**Run 1: floorplan with the power grid**

Pins as bars on the die edge.
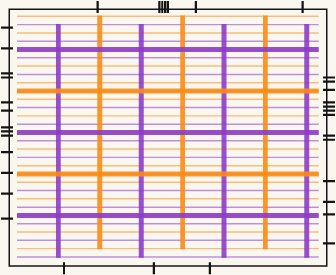
**Run 1: placed cells, one color a class**

The bar under the picture is 20 um long.
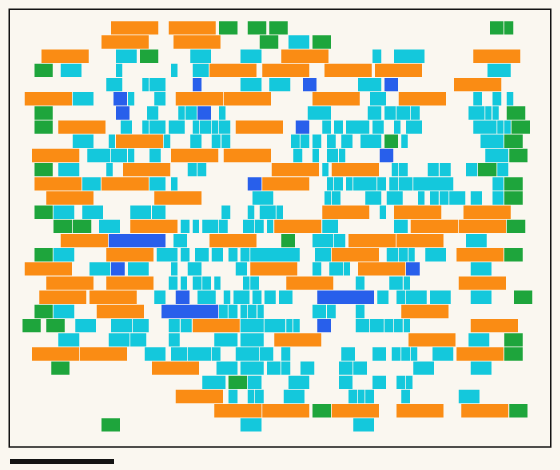
**Run 1: routed clock nets over the placement**

The bar under the picture is 20 um long.
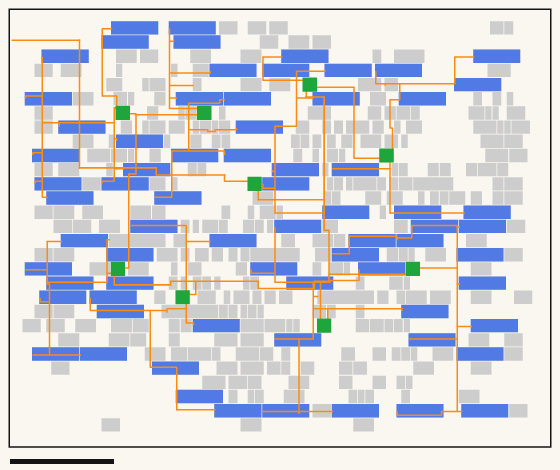
==> config.mk <==
export PLATFORM = sky130hd
export DESIGN_NAME = binary_act_packer_flat
export DESIGN_NICKNAME = d
export VERILOG_FILES = /design/src/rtl/ecgai_pkg.sv /design/src/rtl/binary_act_packer_if.sv /design/src/rtl/binary_act_packer_bit_shift_packer.sv /design/src/rtl/binary_act_packer.sv /design/src/flat_wrapper.sv
export SDC_FILE = /design/constraint.sdc
export NUM_CORES = 1
export LEC_CHECK = 0
export CAP_MARGIN = 5
export CORE_ASPECT_RATIO = 0.8
export CORE_MARGIN = 2
export CORE_UTILIZATION = 46
export CTS_BUF_LIST = sky130_fd_sc_hd__clkbuf_4
export DETAILED_ROUTE_END_ITERATION = 10
export GPL_ROUTABILITY_DRIVEN = 0
export PLACE_DENSITY_LB_ADDON = 0.12
export SYNTH_ARGS = -nofsm -noshare
export SYNTH_HDL_FRONTEND = slang
export SYNTH_HIERARCHICAL = 1
export SYNTH_SLANG_ARGS = --single-unit
==> constraint.sdc <==
create_clock -name clk -period 7.6 [get_ports clk]
set_clock_uncertainty 0.1 [all_clocks]
set_input_delay 1.14 -clock clk [delete_from_list [all_inputs] [get_ports clk]]
set_output_delay 1.14 -clock clk [all_outputs]
set_load 0.02 [all_outputs]
==> impl_metrics.json, run 1 <==
{
  "design.final.nets": 384,
  "power_report.internal_total_uw": 830,
  "report.power.total_uw": 1250,
  "post_cts_resized": 0,
  "clock_tree.root_cell": "clkbuf_4",
  "detailedRoute.firstIterationViolations": 123,
  "h-tree-depth": 3,
  "numCtsBuffers": 9,
  "cts_tree": "done",
  "synth.net_count": 352,
  "finalWorstPathRequiredPeriod_ns": 4.20,
  "ys_area_mm2": 0.00365,
  "syn_avg_cell_area_um2": 10.9,
  "clk_pin_slew_worst_paths_ns": 0.12,
  "tightestPinTransition_ns": 0.878,
  "port_buffers": 35,
  "grtUsageTotal": 0.184,
  "synth-cells-yosys": 334,
  "outcome": "finished clean",
  "cts_post_setup_buffers_inserted": 0,
  "number_of_global_route_vias_before_repair": 2565,
  "dpl.hpwl_um": 4700,
  "detailroute.via_count": 2608,
  "synthArstFlopShare": 1.00,
  "postRouteWirelength_um": 7330
}
About 'floorplan with the power grid':
Key: purple = VSS; orange = VDD
7 straps on met4. 5 straps on met5. The core has 29 rows.
die height: 83.7 um
Worst IR Drop VDD: 163 uV
core area: 0.00780 mm2
width of the chip: 104 um

About 'placed cells, one color a class':
Key: green = other buffers and delay cells [cells 38, share of their area 9.0%]; orange = flip-flops [cells 70, share of their area 43%]; blue = clock drivers and dummy loads [cells 16, share of their area 4.5%]; cyan = all other logic [cells 247, share of their area 44%]
flip-flop and latch share of the layout cell area: 0.413
post-route cell area: 0.00424 mm2
Util after Layout: 0.544

About 'routed clock nets over the placement':
Key: orange = clock wires [length 967 um]; green = cells driving clock nets [count 9]; blue = flip-flops [count 70]
There are 10 routed clock nets. Position of the flops: widely spread.
clock network power share: 0.246
clock insertion delay at the later pin of the skew report: 0.43 ns
clk pwr: 307 uW

-- run 1: routing by layer --
layer  track usage  part of all wire
met1         0.273              0.52
met2         0.261              0.43
met3        0.0562             0.040
met4        0.0479             0.013
met5             0                 0
-- run 1: power groups by stage --
stage	Combinational, uW	Clock (uW)	Sequential (uW)
floorplan	258	0	560
global placement	391	0	550
detailed placement	396	0	553
CTS	398	318	546
global route	436	331	564
finish	395	307	546
-- run 1: cells in the final DEF, fill, tap and decap left out, drive strengths merged, types with 2 or more instances in the layout --
cell	Yosys	final
nand2b	2	2
ha	12	12
dfrtp	70	70
or2	3	3
nand3b	9	9
clkbuf	3	10
mux2	42	42
bufinv	0	3
xor2	6	6
a311oi	2	2
or3	5	5
o311ai	2	2
o211ai	4	4
o21ai	10	10
nand4	5	5
nor3b	6	6
o41ai	2	2
or4	7	7
xnor2	3	3
nand3	30	30
a22o	3	3
and2	3	3
nor2	16	16
inv	12	12
o22ai	3	3
clkdlybuf4s50	0	34
and3	6	6
clkinvlp	0	2
a21oi	15	15
buf	14	4
a31oi	3	3
nand2	25	25
-- run 1: worst max-delay path, cell delays in order --
cell             delay (ns)
clkdlybuf4s50_1        0.47
nand2b_1               0.22
nand2_2                0.16
inv_1                  0.43
inv_1                  0.24
nor2_2                 0.50
buf_4                  0.40
nand4_1                0.27
nor4_1                 0.33
xnor2_1                0.17
nor2_1                 0.06
-- run 1: metrics by stage --
step / setup WS, ns / hold slack [ns] / instance area [um2] / instances
3_5_place_dp: 2.91 / 0.378 / 4060 / 463
3_3_place_gp: 3.06 / 0.380 / 4060 / 463
5_1_grt: 3.03 / 0.408 / 4240 / 479
2_1_floorplan: 4.35 / 0.355 / 3650 / 334
4_1_cts: 3.37 / 0.402 / 4240 / 479
6_report: 3.40 / 0.396 / 4240 / 479
-- run 1: logic make-up after synthesis --
family / after synthesis / share of synthesized area
DFF: 70 / 0.480
xor gates and xnor gates: 9 / 0.0216
and+or+nand+nor: 121 / 0.189
adders and majority gates: 12 / 0.0411
AOI/OAI and AO/OA: 50 / 0.0967
muxes: 43 / 0.132
buffers and inverters: 29 / 0.0391
-- run 1: layout make-up --
class                   count  area [um2]  area share
well taps                 108         135      0.0318
repair buffers             38         368      0.0867
flip-flops and latches     70        1750       0.413
clock inverters             6         110      0.0260
multi-input cells         235        1760       0.414
clock buffers              10        75.1      0.0177
inverters                  12        45.0      0.0106
-- run 1: Yosys cell counts (4+ instances only) --
library cell | n | area share
and3_1 | 5 | 0.0086
mux2_2 | 42 | 0.13
a21oi_1 | 15 | 0.021
dfrtp_1 | 70 | 0.48
buf_2 | 6 | 0.0082
nand3b_1 | 9 | 0.019
xor2_1 | 6 | 0.014
o21ai_0 | 10 | 0.014
ha_1 | 12 | 0.041
o211ai_1 | 4 | 0.0082
nand4_1 | 4 | 0.0069
or4_1 | 7 | 0.014
inv_1 | 12 | 0.012
nor2_1 | 16 | 0.016
buf_1 | 4 | 0.0041
nand3_1 | 30 | 0.041
nand2_1 | 24 | 0.025
or3_1 | 4 | 0.0069
**Run 1: clock wiring as the flow saved it**

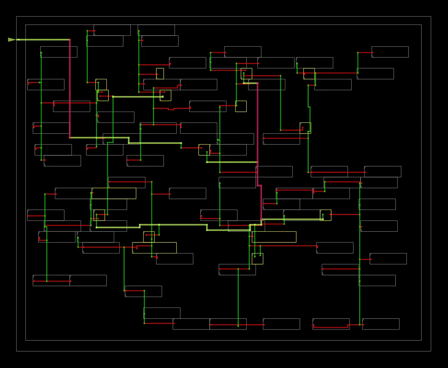

## Run 2: what changed since run 1
- clock period: 7.6 -> 4.3 ns (I/O delays scaled with it)
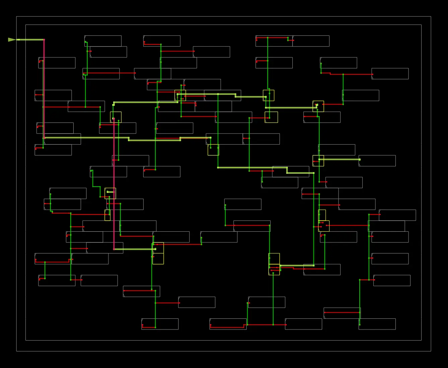
**Above:** run 2 (clock wiring as the flow saved it).
total number of clock tree sinks: 70
clk pwr: 349 uW

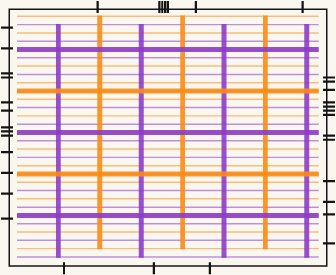
**Above:** run 2 (floorplan with the power grid).
Pins as bars on the die edge.
Key: purple = VSS; orange = VDD
The core has 29 rows. 5 straps on met5. 36 signal pins sit on the boundary. 30 met1 rails follow the rows. 7 straps on met4.
Worst IR Drop VDD: 307 uV

==> impl_metrics.json, run 2 <==
{
  "detailroute.via_count": 2618,
  "fin_area_mm2": 0.00418,
  "synthTopLogicFamily": "simple AND/OR/NAND/NOR gates",
  "synthArstFlopShare": 1.00,
  "port_buffers": 35,
  "timing.critical_path.cells": "ha_1 > nand4_4 > inv_1 > a31oi_1 > nor2_2 > nand4_1 > nor4_1 > xnor2_1 > nor2_1",
  "lay_top_count": "dfrtp_1",
  "synth.cellmix.compoundShare": 0.0967,
  "post_synth_and_or_nand_nor_area_fraction": 0.189,
  "post_place_setup_slack_ns": 1.13,
  "synth-xor-area-share": 0.0216,
  "top_cell_type_by_instance_count_after_synthesis": "dfrtp_1",
  "common_cells": "dfrtp_1 (70), mux2_2 (42), nand3_1 (30), nand2_1 (24), nor2_1 (16)",
  "synth-cells-yosys": 334,
  "detailedRoute.firstIterationViolations": 192,
  "design.final.nets": 386,
  "syn_avg_cell_area_um2": 10.9,
  "layout.cells.most_common_list": "dfrtp_1 (70), mux2_2 (42), clkdlybuf4s50_1 (34)",
  "die_w_um": 104,
  "area_share_of_the_largest_cell_type_after_synthesis": 0.480,
  "dpl.hpwl_um": 4760,
  "grtUsageTotal": 0.187,
  "ys_area_mm2": 0.00365,
  "clk_pin_slew_worst_paths_ns": 0.12,
  "core_area_mm2": 0.00780,
  "tightestPinTransition_ns": 0.893,
  "outcome": "finished clean",
  "cp_num_cells": 9,
  "cts_post_setup_buffers_inserted": 0,
  "critical-path-slowest-cell": "dfrtp_1",
  "critical-path-max-stage-delay_ns": 0.45,
  "synthAdderAreaFrac": 0.0411,
  "finalWorstPathRequiredPeriod_ns": 2.84,
  "numCtsBuffers": 9
}
-- run 2: cell counts after synthesis --
Identical to the previous run, type by type.
-- run 2: area by class of cell --
cell class,instances,area (um2),share of cell area
multi-input combinational,235,1760,0.421
sequential,70,1750,0.419
timing repair buffer,40,383,0.0916
tap,108,135,0.0323
clock buffer,9,67.6,0.0162
inverter,12,45.0,0.0108
clock inverter,6,40.0,0.00958
-- run 2: metrics by stage --
stage               cells  utilization  power [uW]
global route          480        0.536        2170
finish                480        0.536        2010
CTS                   480        0.536        2040
floorplan             334            -        1450
global placement      465        0.522        1660
detailed placement    465        0.522        1670
-- run 2: per-layer routing --
metal  up-vias  share of wire  track usage  wire length [um]
met5         -              0            0                 0
met4         0         0.0079       0.0627                57
met3         5          0.045       0.0515               325
met2        53           0.44        0.272              3170
met1      1274           0.51        0.272              3620
li1       1286              -            -                 -
-- run 2: power groups by stage --
stage	clock [uW]	combinational, uW	sequential (uW)
4_1_cts	372	701	964
3_3_place_gp	0	689	973
2_1_floorplan	0	456	989
6_report	349	693	964
3_5_place_dp	0	696	978
5_1_grt	407	767	995
-- run 2: cell families (layout without fill, tap and decap cells) --
group	after synthesis	count (layout)
mux	43	43
flops	70	70
fa+ha+maj	12	12
buf+inv	29	67
xor+xnor	9	9
compound gates	50	50
simple gates	121	121
Power is estimated from default activity; no workload was simulated.
